==> src/rtl/serial_subtractor_if.sv <==
// Handshake and operand/result bundle for the bit-serial subtractor.
// The requester (master) drives start and the operands; the subtractor
// (slave) returns ready, the registered result flags and the valid pulse.
interface serial_subtractor_if #(
    parameter int WIDTH = 4
) ();
    logic             start;
    logic [WIDTH-1:0] A;
    logic [WIDTH-1:0] B;
    logic             Bin;
    logic             ready;
    logic [WIDTH-1:0] DIFF;
    logic             Bout;
    logic             ovf;
    logic             valid;

    modport master (
        output start,
        output A,
        output B,
        output Bin,
        input  ready,
        input  DIFF,
        input  Bout,
        input  ovf,
        input  valid
    );

    modport slave (
        input  start,
        input  A,
        input  B,
        input  Bin,
        output ready,
        output DIFF,
        output Bout,
        output ovf,
        output valid
    );
endinterface

==> src/rtl/serial_subtractor.sv <==
// Bit-serial subtractor: DIFF = A - B - Bin, one bit per clock, LSB first,
// through a single full-subtractor cell.
//
//   state | meaning
//   IDLE  | ready=1, waiting for start; operands captured on accept
//   RUN   | one operand bit per edge; bit counter counts down to zero
//   DONE  | valid=1 for one cycle, results already loaded; back to IDLE
//
// Results (DIFF/Bout/ovf) are loaded only on the edge that enters DONE and
// hold through later IDLE cycles. Every output is a flop, so nothing from
// the bus inputs reaches the outputs combinationally.
module serial_subtractor #(
    parameter int WIDTH = 4
) (
    input  logic                 clk,
    input  logic                 rst,
    serial_subtractor_if.slave   bus
);

    localparam int CNT_W = $clog2(WIDTH);
    localparam logic [CNT_W-1:0] CNT_LOAD = CNT_W'(WIDTH - 1);

    typedef enum logic [1:0] {
        IDLE = 2'd0,
        RUN  = 2'd1,
        DONE = 2'd2
    } state_t;

    state_t           state;

    logic [WIDTH-1:0] a_sh;
    logic [WIDTH-1:0] b_sh;
    logic [WIDTH-1:0] res_sh;
    logic             br;
    logic [CNT_W-1:0] cnt;

    logic [WIDTH-1:0] diff_q;
    logic             bout_q;
    logic             ovf_q;
    logic             valid_q;
    logic             ready_q;

    logic             a_bit;
    logic             b_bit;
    logic             d_bit;
    logic             br_next;
    logic [WIDTH-1:0] res_next;
    logic             last_bit;

    // Full-subtractor cell on the current LSBs plus the result shift-in.
    always_comb begin
        a_bit    = a_sh[0];
        b_bit    = b_sh[0];
        d_bit    = a_bit ^ b_bit ^ br;
        br_next  = (~a_bit & b_bit) | (~a_bit & br) | (b_bit & br);
        res_next = {d_bit, res_sh[WIDTH-1:1]};
        last_bit = (cnt == '0);
    end

    // Sequencer, datapath shift registers and registered outputs.
    always_ff @(posedge clk) begin
        if (rst) begin
            state   <= IDLE;
            a_sh    <= '0;
            b_sh    <= '0;
            res_sh  <= '0;
            br      <= 1'b0;
            cnt     <= '0;
            diff_q  <= '0;
            bout_q  <= 1'b0;
            ovf_q   <= 1'b0;
            valid_q <= 1'b0;
            ready_q <= 1'b1;
        end else begin
            case (state)
                IDLE: begin
                    valid_q <= 1'b0;
                    if (bus.start) begin
                        a_sh    <= bus.A;
                        b_sh    <= bus.B;
                        br      <= bus.Bin;
                        res_sh  <= '0;
                        cnt     <= CNT_LOAD;
                        ready_q <= 1'b0;
                        state   <= RUN;
                    end else begin
                        ready_q <= 1'b1;
                    end
                end

                RUN: begin
                    a_sh   <= {1'b0, a_sh[WIDTH-1:1]};
                    b_sh   <= {1'b0, b_sh[WIDTH-1:1]};
                    res_sh <= res_next;
                    br     <= br_next;
                    if (last_bit) begin
                        // On the MSB edge br still holds the borrow into the
                        // MSB, so overflow is that borrow XOR the borrow out.
                        diff_q  <= res_next;
                        bout_q  <= br_next;
                        ovf_q   <= br ^ br_next;
                        valid_q <= 1'b1;
                        state   <= DONE;
                    end else begin
                        cnt <= cnt - CNT_W'(1);
                    end
                end

                DONE: begin
                    valid_q <= 1'b0;
                    ready_q <= 1'b1;
                    state   <= IDLE;
                end

                default: begin
                    valid_q <= 1'b0;
                    ready_q <= 1'b1;
                    cnt     <= '0;
                    state   <= IDLE;
                end
            endcase
        end
    end

    assign bus.ready = ready_q;
    assign bus.DIFF  = diff_q;
    assign bus.Bout  = bout_q;
    assign bus.ovf   = ovf_q;
    assign bus.valid = valid_q;

endmodule

==> src/flat_wrapper.sv <==
// flat-port wrapper written by rule: the top's interface ports become plain ports
module serial_subtractor_flat 
#(
    parameter int WIDTH = 4
)
  (clk, rst, bus_start, bus_A, bus_B, bus_Bin, bus_ready, bus_DIFF, bus_Bout, bus_ovf, bus_valid);
  serial_subtractor_if #(.WIDTH(WIDTH)) bus_i ();
  input  logic clk;
  input  logic rst;
  input wire logic [$bits(bus_i.start)-1:0] bus_start;
  input wire logic [$bits(bus_i.A)-1:0] bus_A;
  input wire logic [$bits(bus_i.B)-1:0] bus_B;
  input wire logic [$bits(bus_i.Bin)-1:0] bus_Bin;
  output wire logic [$bits(bus_i.ready)-1:0] bus_ready;
  output wire logic [$bits(bus_i.DIFF)-1:0] bus_DIFF;
  output wire logic [$bits(bus_i.Bout)-1:0] bus_Bout;
  output wire logic [$bits(bus_i.ovf)-1:0] bus_ovf;
  output wire logic [$bits(bus_i.valid)-1:0] bus_valid;
  assign bus_i.start = bus_start;
  assign bus_i.A = bus_A;
  assign bus_i.B = bus_B;
  assign bus_i.Bin = bus_Bin;
  assign bus_ready = bus_i.ready;
  assign bus_DIFF = bus_i.DIFF;
  assign bus_Bout = bus_i.Bout;
  assign bus_ovf = bus_i.ovf;
  assign bus_valid = bus_i.valid;
  serial_subtractor #(.WIDTH(WIDTH)) u_core (.clk(clk), .rst(rst), .bus(bus_i));
endmodule
==> config.mk <==
export PLATFORM = sky130hd
export DESIGN_NAME = serial_subtractor_flat
export DESIGN_NICKNAME = d
export VERILOG_FILES = /design/src/rtl/serial_subtractor_if.sv /design/src/rtl/serial_subtractor.sv /design/src/flat_wrapper.sv
export SDC_FILE = /design/constraint.sdc
export NUM_CORES = 1
export LEC_CHECK = 0
export CORE_MARGIN = 5
export CORE_UTILIZATION = 50
export DETAILED_ROUTE_END_ITERATION = 16
export GPL_TIMING_DRIVEN = 0
export HOLD_SLACK_MARGIN = 0.1
export PLACE_DENSITY = 0.77
export REMOVE_ABC_BUFFERS = 1
export SYNTH_ARGS = -nofsm -noshare
export SYNTH_HDL_FRONTEND = slang
export SYNTH_SLANG_ARGS = --single-unit
==> constraint.sdc <==
create_clock -name clk -period 1.4 [get_ports clk]
set_input_delay 0.14 -clock clk [delete_from_list [all_inputs] [get_ports clk]]
set_output_delay 0.14 -clock clk [all_outputs]
set_load 0.05 [all_outputs]
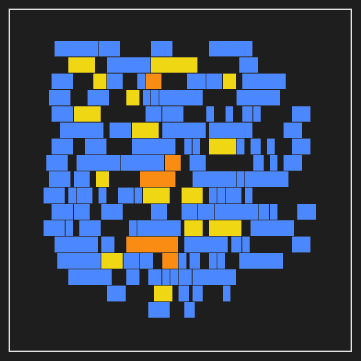
*Drive-strength map, run 1*
Drawn at 6 px/µm.
legend:
  orange:
    size: x3 and x4
    cells: 5
    share: 4.0%
    most_used: clkbuf_4
  yellow:
    size: x2
    cells: 15
    share: 12%
  blue:
    size: x1 and smaller
    cells: 105
    share: 84%
    most_used: dfxtp_1

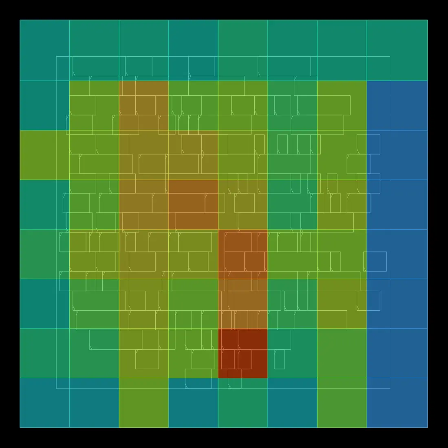
*Congestion heat map, run 1*
per-cell routed wire length: 11.5 µm
met2 track demand over resource: 19.6%
global-route track usage on met1: 13.5%
all-layer global routing usage: 11.4%

==> run summary, run 1 <==
Cell Area, Placed - 1240 µm²
count of H-tree levels built during CTS - 1
number of warnings in the stage logs - 25
count of TritonRoute iterations in the first routing pass - 4
met3 global-route usage - 2.30%
overall routed net length - 1750 µm
# placed instances - 150
ant diodes - 0
number of register bits inferred by synthesis - 24
PostCTS Resize Cnt - 9
most frequent cells after synthesis - dfxtp_1 (24), nor2_1 (13), nand2_1 (9)
number of buffers inserted for hold repair after clock tree synthesis - 0
worst skew pair latency - 0.30 ns
share of final layout cell area taken by clock buffers and inverters - 1.79%
Primary FF master, synth - dfxtp_1
initial antenna violation count - 0
fraction of synthesized cell area in xor and xnor cells - 0.801%
net count of the finished layout - 141
routed vias/inst - 5.18
count of flip-flops with a built-in enable after synthesis - 0
result of the run - complete, no violations
max_cap viols - 0
cell-internal power - 0.980 mW
number of cells in Yosys stat - 110
distinct lib cells - 30
Synthesis Warnings - 0
main kind of combinational logic by area - AND-OR/OR-AND gates
share of synthesized cell area in full adder, half adder and majority cells - 2.97%
DP Wirelength - 1340 µm
number of ordinary and repair buffers in the finished layout - 19
power drawn by the sequential cells - 0.784 mW
cell accounting for the most synthesized area - dfxtp_1
layout sequential cell count - 24
Crit Path Class - reg2out
Initial Util - 50.9%
cell area power density - 1100 nW/µm²
Yosys top cell by instances - dfxtp_1
worst setup margin - 0.0697 ns
number of clock-tree buffers in the layout - 3
ys async rst share - 0%
clock transition at the registers of the reported paths - 0.12 ns
Post-Synthesis Cells - 110
floorplan die width - 56.8 µm
proportion of total power due to net switching - 28.9%
final-layout non-clock buffer area share - 14.3%
fin cells - 153
switching pwr - 0.398 mW
boundary pin count - 20
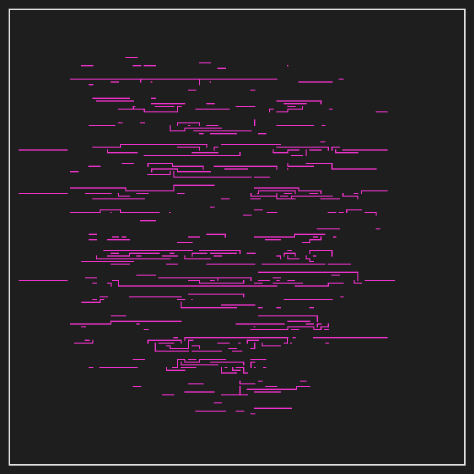
*Metal 1, run 1*
Drawn at 8 px/µm.
wire length on this layer: 781 µm
main direction: horizontal
share of all routed wire: 45%
nets with wire on the layer: 124

==> run 1 -> run 2 <==
- ABC_AREA: unset -> 0
- GPL_TIMING_DRIVEN: 0 -> unset
- RECOVER_POWER: unset -> 25
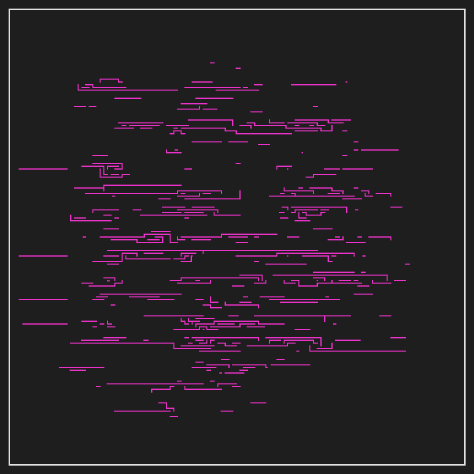
*Metal 1, run 2*
Drawn at 8 px/µm.
routed vias: 794
global-route track usage on met1: 13.3%
overall routed net length: 1900 µm

==> run summary, run 2 <==
Initial Util - 50.9% (unchanged)
ant diodes - 0 (unchanged)
met3 global-route usage - 3.22% (+0.92 points)
distinct lib cells - 30 (unchanged)
count of H-tree levels built during CTS - 1 (unchanged)
DP Wirelength - 1470 µm (+9.7%)
worst skew pair latency - 0.31 ns (about the same)
switching pwr - 0.418 mW (+5.1%)
fin cells - 157 (+2.6%)
power drawn by the sequential cells - 0.777 mW (-0.9%)
Yosys top cell by instances - dfxtp_1
number of buffers inserted for hold repair after clock tree synthesis - 0 (unchanged)
Crit Path Class - reg2reg
Cell Area, Placed - 1270 µm² (+2.8%)
layout sequential cell count - 24 (unchanged)
number of register bits inferred by synthesis - 24 (unchanged)
cell-internal power - 1.00 mW (+2.2%)
main kind of combinational logic by area - AND-OR/OR-AND gates
max_cap viols - 0 (unchanged)
initial antenna violation count - 0 (unchanged)
floorplan die width - 56.8 µm (unchanged)
cell accounting for the most synthesized area - dfxtp_1
met2 track demand over resource - 22.4% (+2.8 points)
fraction of synthesized cell area in xor and xnor cells - 0.801% (unchanged)
share of synthesized cell area in full adder, half adder and majority cells - 2.97% (unchanged)
result of the run - complete, no violations
number of clock-tree buffers in the layout - 3 (unchanged)
boundary pin count - 20 (unchanged)
all-layer global routing usage - 12.6% (+1.2 points)
# placed instances - 154 (+2.7%)
==> run 2 -> run 3 <==
- GPL_ROUTABILITY_DRIVEN: unset -> 0
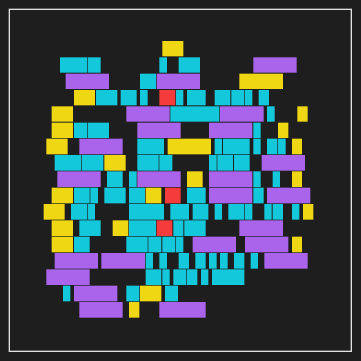
*Placed cells, one colour a class, run 3*
Drawn at 6 px/µm.
legend:
  yellow:
    class: remaining buffers and delay cells
    cells: 23
  purple:
    class: registers
    cells: 24
  cyan:
    class: remaining logic cells
    cells: 79
  red:
    class: clock-net drivers
    cells: 3

==> run summary, run 3 <==
result of the run - complete, no violations
met3 global-route usage - 3.22% (unchanged)
worst skew pair latency - 0.31 ns (about the same)
Syn Area/Cell - 9.94 µm²
worst-case register-to-register setup slack - 0.11 ns
vertical extent of the die - 56.8 µm
ant diodes - 0 (unchanged)
max_cap viols - 0 (unchanged)
initial antenna violation count - 0 (unchanged)
boundary pin count - 20 (unchanged)
cell accounting for the most synthesized area - dfxtp_1
Sum Neg Setup Slack - 0 ns
capturing point of the worst reg2reg path - u_core.res_sh[3]$_SDFFE_PP0P_
layout sequential cell count - 24 (unchanged)
all-layer global routing usage - 12.6% (unchanged)
Post-route DRC - 0
number of pins with negative max-slew slack in the final report - 0
met2 track demand over resource - 22.4% (unchanged)
DP Wirelength - 1470 µm (unchanged)
proportion of total power due to net switching - 29.5%
Yosys top cell by instances - dfxtp_1
placement row count - 17
arrival time of the worst setup path - 1.51 ns
floorplan die width - 56.8 µm (unchanged)
main kind of combinational logic by area - AND-OR/OR-AND gates
register share after synthesis - 43.9%
combinational group power - 0.347 mW
PostCTS Resize Cnt - 0
Multi-input comb cells - 73
global-route track usage on met1 - 13.3% (unchanged)
overall routed net length - 1900 µm (unchanged)
Logic pwr share - 24.5%
number of clock-tree buffers in the layout - 3 (unchanged)
share of synthesized cell area in full adder, half adder and majority cells - 2.97% (unchanged)
Initial Util - 50.9% (unchanged)
Crit Path Class - reg2reg
switching pwr - 0.418 mW (unchanged)
distinct lib cells - 30 (unchanged)
cell-internal power - 1.00 mW (unchanged)
count of H-tree levels built during CTS - 1 (unchanged)
LEAKAGE - 0.496 nW
Cell Area, Placed - 1270 µm² (unchanged)
number of register bits inferred by synthesis - 24 (unchanged)
power drawn by the sequential cells - 0.777 mW (about the same)
number of ordinary and repair buffers in the finished layout - 23
n_taps - 28
routed vias - 794 (unchanged)
fin cells - 157 (unchanged)
Power is estimated from default activity; no workload was simulated.
